File: config.mk
export PLATFORM = sky130hd
export DESIGN_NAME = div_unit_flat
export DESIGN_NICKNAME = d
export VERILOG_FILES = /design/src/rtl/div_pkg.sv /design/src/rtl/div_if.sv /design/src/rtl/div_step.sv /design/src/rtl/div_unit.sv /design/src/flat_wrapper.sv
export SDC_FILE = /design/constraint.sdc
export NUM_CORES = 1
export LEC_CHECK = 0
export ABC_AREA = 1
export CORE_MARGIN = 3
export CORE_UTILIZATION = 45
export CTS_BUF_LIST = sky130_fd_sc_hd__clkbuf_8
export DETAILED_ROUTE_END_ITERATION = 10
export PLACE_DENSITY = 0.65
export REMOVE_ABC_BUFFERS = 1
export SLEW_MARGIN = 10
export SYNTH_ARGS = -nofsm -noshare
export SYNTH_HDL_FRONTEND = slang
export SYNTH_SLANG_ARGS = --single-unit
File: constraint.sdc
create_clock -name clk -period 5.72 [get_ports clk]
set_input_delay 1.144 -clock clk [delete_from_list [all_inputs] [get_ports clk]]
set_output_delay 1.144 -clock clk [all_outputs]
set_load 0.03 [all_outputs]
File: src/rtl/div_pkg.sv
// Shared types and constants for the multi-cycle RV32M divider.
package div_pkg;

   localparam int DEF_XLEN = 32;

   typedef enum logic [2:0] {
      S_IDLE = 3'b001,
      S_CALC = 3'b010,
      S_DONE = 3'b100
   } state_t;

   localparam logic [DEF_XLEN-1:0] DIV_BY_ZERO_Q = '1;
   localparam logic [DEF_XLEN-1:0] INT_MIN       = 32'h8000_0000;
   localparam logic [DEF_XLEN-1:0] NEG_ONE       = '1;

endpackage

File: src/rtl/div_if.sv
// Core-side divide request/result handshake shared with the multiplier.
interface div_if
   import div_pkg::*;
#(
   parameter int XLEN = DEF_XLEN
) ();

   logic            enable_i;
   logic [XLEN-1:0] first_operand_i;
   logic [XLEN-1:0] second_operand_i;
   logic            signed_i;
   logic            rem_i;
   logic            hold_o;
   logic [XLEN-1:0] result_o;

   modport master (
      output enable_i, first_operand_i, second_operand_i, signed_i, rem_i,
      input  hold_o, result_o
   );

   modport slave (
      input  enable_i, first_operand_i, second_operand_i, signed_i, rem_i,
      output hold_o, result_o
   );

endinterface

File: src/rtl/div_step.sv
// One restoring-division step: shift in a dividend bit, trial-subtract the divisor.
module div_step
   import div_pkg::*;
#(
   parameter int XLEN = DEF_XLEN
) (
   input  logic [XLEN-1:0] rem_in,
   input  logic            dividend_bit,
   input  logic [XLEN-1:0] divisor,
   output logic [XLEN-1:0] rem_out,
   output logic            q_bit
);

   logic [XLEN:0] shifted;
   logic [XLEN:0] diff;

   assign shifted = {rem_in, dividend_bit};
   assign diff    = shifted - {1'b0, divisor};
   // The extra top bit acts as the borrow: clear means the subtraction fit.
   assign q_bit   = ~diff[XLEN];
   assign rem_out = q_bit ? diff[XLEN-1:0] : shifted[XLEN-1:0];

endmodule

File: src/rtl/div_unit.sv
// Iterative restoring divider for DIV/DIVU/REM/REMU, BITS_PER_CYCLE quotient bits per cycle.
//
// state  | meaning
// IDLE   | waiting for enable_i; latches operands, resolves special cases
// CALC   | restoring iterations in progress
// DONE   | result_o valid, hold_o released for one cycle
module div_unit
   import div_pkg::*;
#(
   parameter int XLEN           = DEF_XLEN,
   parameter int BITS_PER_CYCLE = 1
) (
   input  logic clk,
   input  logic reset,
   input  logic stall,
   div_if.slave bus
);

   localparam int CW = $clog2(XLEN);

   state_t state, state_nxt;

   logic [XLEN-1:0] quo_q;
   logic [XLEN-1:0] rem_q;
   logic [XLEN-1:0] dvs_q;
   logic [XLEN-1:0] result_q;
   logic [CW-1:0]   cnt_q;
   logic            neg_quo_q;
   logic            neg_rem_q;
   logic            rem_sel_q;

   logic            a_neg, b_neg;
   logic [XLEN-1:0] a_abs, b_abs;
   logic            div_zero, overflow, special;
   logic            last_step, last_cycle;
   logic [XLEN-1:0] fixed_result;

   logic [BITS_PER_CYCLE:0][XLEN-1:0] rem_chain;
   logic [BITS_PER_CYCLE-1:0]         q_bits;

   assign a_neg    = bus.signed_i & bus.first_operand_i[XLEN-1];
   assign b_neg    = bus.signed_i & bus.second_operand_i[XLEN-1];
   assign a_abs    = a_neg ? -bus.first_operand_i  : bus.first_operand_i;
   assign b_abs    = b_neg ? -bus.second_operand_i : bus.second_operand_i;
   assign div_zero = (bus.second_operand_i == '0);
   assign overflow = bus.signed_i && (bus.first_operand_i == INT_MIN)
                     && (bus.second_operand_i == NEG_ONE);
   assign special  = div_zero | overflow;

   assign last_step  = (cnt_q == CW'(XLEN - BITS_PER_CYCLE));
   assign last_cycle = (state == S_DONE);

   // quo_q doubles as the dividend shift register: its MSBs feed the step chain
   // while resolved quotient bits enter at the bottom.
   assign rem_chain[0] = rem_q;

   for (genvar k = 0; k < BITS_PER_CYCLE; k++) begin : g_step
      div_step #(.XLEN(XLEN)) u_step (
         .rem_in      (rem_chain[k]),
         .dividend_bit(quo_q[XLEN-1-k]),
         .divisor     (dvs_q),
         .rem_out     (rem_chain[k+1]),
         .q_bit       (q_bits[BITS_PER_CYCLE-1-k])
      );
   end

   assign fixed_result = rem_sel_q ? (neg_rem_q ? -rem_q : rem_q)
                                   : (neg_quo_q ? -quo_q : quo_q);

   always_comb begin
      state_nxt = state;
      unique case (state)
         S_IDLE:  if (bus.enable_i) state_nxt = special ? S_DONE : S_CALC;
         S_CALC: begin
            if (!bus.enable_i)  state_nxt = S_IDLE;
            else if (last_step) state_nxt = S_DONE;
         end
         S_DONE:  state_nxt = S_IDLE;
         default: state_nxt = S_IDLE;
      endcase
   end

   always_ff @(posedge clk or posedge reset) begin
      if (reset) begin
         state <= S_IDLE;
      end else if (!stall) begin
         state <= state_nxt;
      end
   end

   always_ff @(posedge clk or posedge reset) begin
      if (reset) begin
         quo_q     <= '0;
         rem_q     <= '0;
         dvs_q     <= '0;
         result_q  <= '0;
         cnt_q     <= '0;
         neg_quo_q <= 1'b0;
         neg_rem_q <= 1'b0;
         rem_sel_q <= 1'b0;
      end else if (!stall) begin
         case (state)
            S_IDLE: begin
               if (bus.enable_i) begin
                  cnt_q     <= '0;
                  rem_sel_q <= bus.rem_i;
                  dvs_q     <= b_abs;
                  // Special results are stored already signed, so no fix-up applies.
                  if (div_zero) begin
                     quo_q     <= DIV_BY_ZERO_Q;
                     rem_q     <= bus.first_operand_i;
                     neg_quo_q <= 1'b0;
                     neg_rem_q <= 1'b0;
                  end else if (overflow) begin
                     quo_q     <= INT_MIN;
                     rem_q     <= '0;
                     neg_quo_q <= 1'b0;
                     neg_rem_q <= 1'b0;
                  end else begin
                     quo_q     <= a_abs;
                     rem_q     <= '0;
                     neg_quo_q <= a_neg ^ b_neg;
                     neg_rem_q <= a_neg;
                  end
               end
            end
            S_CALC: begin
               quo_q <= {quo_q[XLEN-BITS_PER_CYCLE-1:0], q_bits};
               rem_q <= rem_chain[BITS_PER_CYCLE];
               cnt_q <= cnt_q + CW'(BITS_PER_CYCLE);
            end
            S_DONE: begin
               result_q <= fixed_result;
            end
            default: ;
         endcase
      end
   end

   assign bus.result_o = last_cycle ? fixed_result : result_q;
   assign bus.hold_o   = bus.enable_i && !last_cycle && !reset;

endmodule

File: src/flat_wrapper.sv
// flat-port wrapper written by rule: the top's interface ports become plain ports
module div_unit_flat import div_pkg::*;
#(
   parameter int XLEN           = DEF_XLEN,
   parameter int BITS_PER_CYCLE = 1
)
  (clk, reset, stall, bus_enable_i, bus_first_operand_i, bus_second_operand_i, bus_signed_i, bus_rem_i, bus_hold_o, bus_result_o);
  div_if #(.XLEN(XLEN)) bus_i ();
  input  logic clk;
  input  logic reset;
  input  logic stall;
  input wire logic [$bits(bus_i.enable_i)-1:0] bus_enable_i;
  input wire logic [$bits(bus_i.first_operand_i)-1:0] bus_first_operand_i;
  input wire logic [$bits(bus_i.second_operand_i)-1:0] bus_second_operand_i;
  input wire logic [$bits(bus_i.signed_i)-1:0] bus_signed_i;
  input wire logic [$bits(bus_i.rem_i)-1:0] bus_rem_i;
  output wire logic [$bits(bus_i.hold_o)-1:0] bus_hold_o;
  output wire logic [$bits(bus_i.result_o)-1:0] bus_result_o;
  assign bus_i.enable_i = bus_enable_i;
  assign bus_i.first_operand_i = bus_first_operand_i;
  assign bus_i.second_operand_i = bus_second_operand_i;
  assign bus_i.signed_i = bus_signed_i;
  assign bus_i.rem_i = bus_rem_i;
  assign bus_hold_o = bus_i.hold_o;
  assign bus_result_o = bus_i.result_o;
  div_unit #(.XLEN(XLEN), .BITS_PER_CYCLE(BITS_PER_CYCLE)) u_core (.clk(clk), .reset(reset), .stall(stall), .bus(bus_i));
endmodule
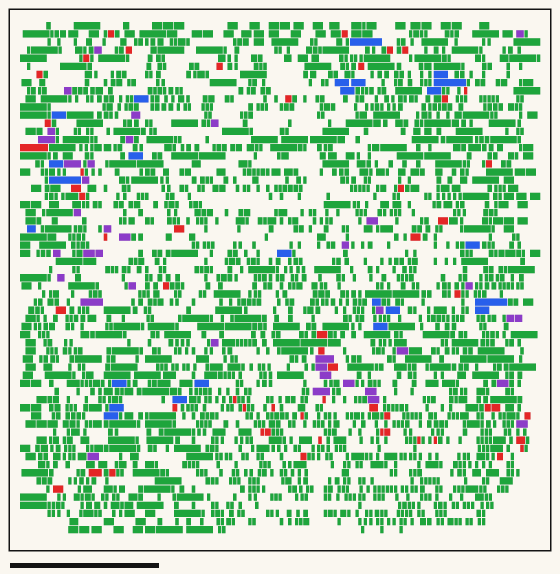
(cell sizes after repair)
Bar = 50 um.
Red is x2, cells 54, most used inv_2. Blue is x6 and larger, cells 25, most used clkbuf_8. Purple is x3 and x4, cells 38, most used buf_4. Green is x1 and smaller, cells 2300, most used nand2_1.

==> results_dict.tcl <==
# yosys + openroad results
set metrics [dict create \
    status "complete, no violations" \
    finalWeightedCongestion 0.9792 \
    period_needed_ns 4.807 \
    power.total_mw 9.572 \
    ys_seq_share_pct 25.33 \
    io_buffers 102 \
    hp-class "reg -> reg" \
    worstSetupEndpointType "primary output" \
    cts_resized 0 \
    grt_pass1_vias 14160 \
    yosys.area_share.xor_xnor_pct 3.379 \
    warnings 26 \
    syn_avg_cell_area_um2 5.865 \
    cts.sinks 139 \
    cts_tree "built" \
    seq_power_share_pct 20.0 \
    arrival_ns 3.66 \
    row_count 63 \
    buffer_area_share_pct 7.414 \
    finClkSkew_ns 0.01944 \
    powerSeq_mw 1.91 \
    numSynthFlops 139 \
    cts.clk_slew.worst_paths_ns 0.08 \
    route.met3.wl_mm 3.294 \
    dp_slack_ns 1.529 \
    crit_path_start_kind "flip-flop" \
    synthFlopType "dfrtp_1" \
    slew_violations 0 \
    cts_buffers 17 \
    critPathMaxFanout 6 \
    edf_count 0 \
    largest_cell_class "multi-input combinational cells" \
    ant_nets 0 \
    routed_wirelength_mm 51.58 \
    n_tap_cell 390 \
    p_per_area_nw_per_um2 617.9 \
    area_growth_pct 12.79 \
    cap_violations 0 \
    top_area_cell "dfrtp_1" \
    synth.area.mux_share_pct 0 \
    track_usage_pct 31.20 \
    clock.latency.late_pin_ns 0.51 \
]
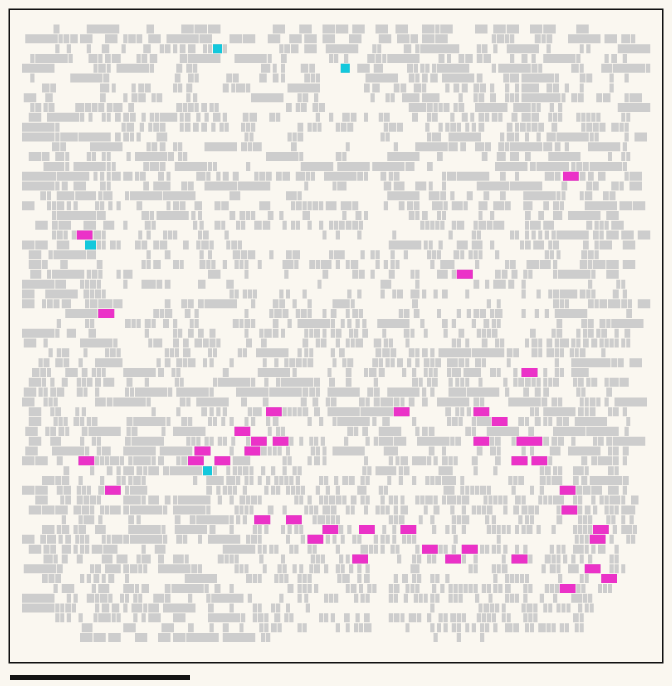
(gate families picked out)
Bar = 50 um.
Cyan is non-inverting ao/oa cells, cells 4, most used o21a_1. Magenta is fa/ha/maj cells, cells 40, most used ha_1.

critical path, delay by kind of cell (launching register included):
family          cells  cell delay, ns
simple gates        8            1.34
buf+inv             4            0.98
compound gates      1            0.18
flops               1            0.40
fa+ha+maj           1            0.27
layout by cell type (no fill, tap or decap), types with 8 or more instances in the layout:
cell	Yosys	layout
inv_1	344	346
nand2_1	678	678
dfrtp_1	138	138
clkdlybuf4s50_1	0	102
nand4_1	42	42
buf_4	7	17
nand3b_1	9	9
nor3_1	28	27
nand2_4	9	9
a22oi_1	15	15
or2_2	12	12
nand2_2	8	8
a31oi_1	13	13
o21ai_0	115	115
nor2_1	293	293
clkbuf_8	0	19
ha_1	39	39
and2_1	13	13
a21oi_1	111	111
xnor2_1	10	10
inv_2	14	14
xor2_1	43	43
nand3_1	260	260
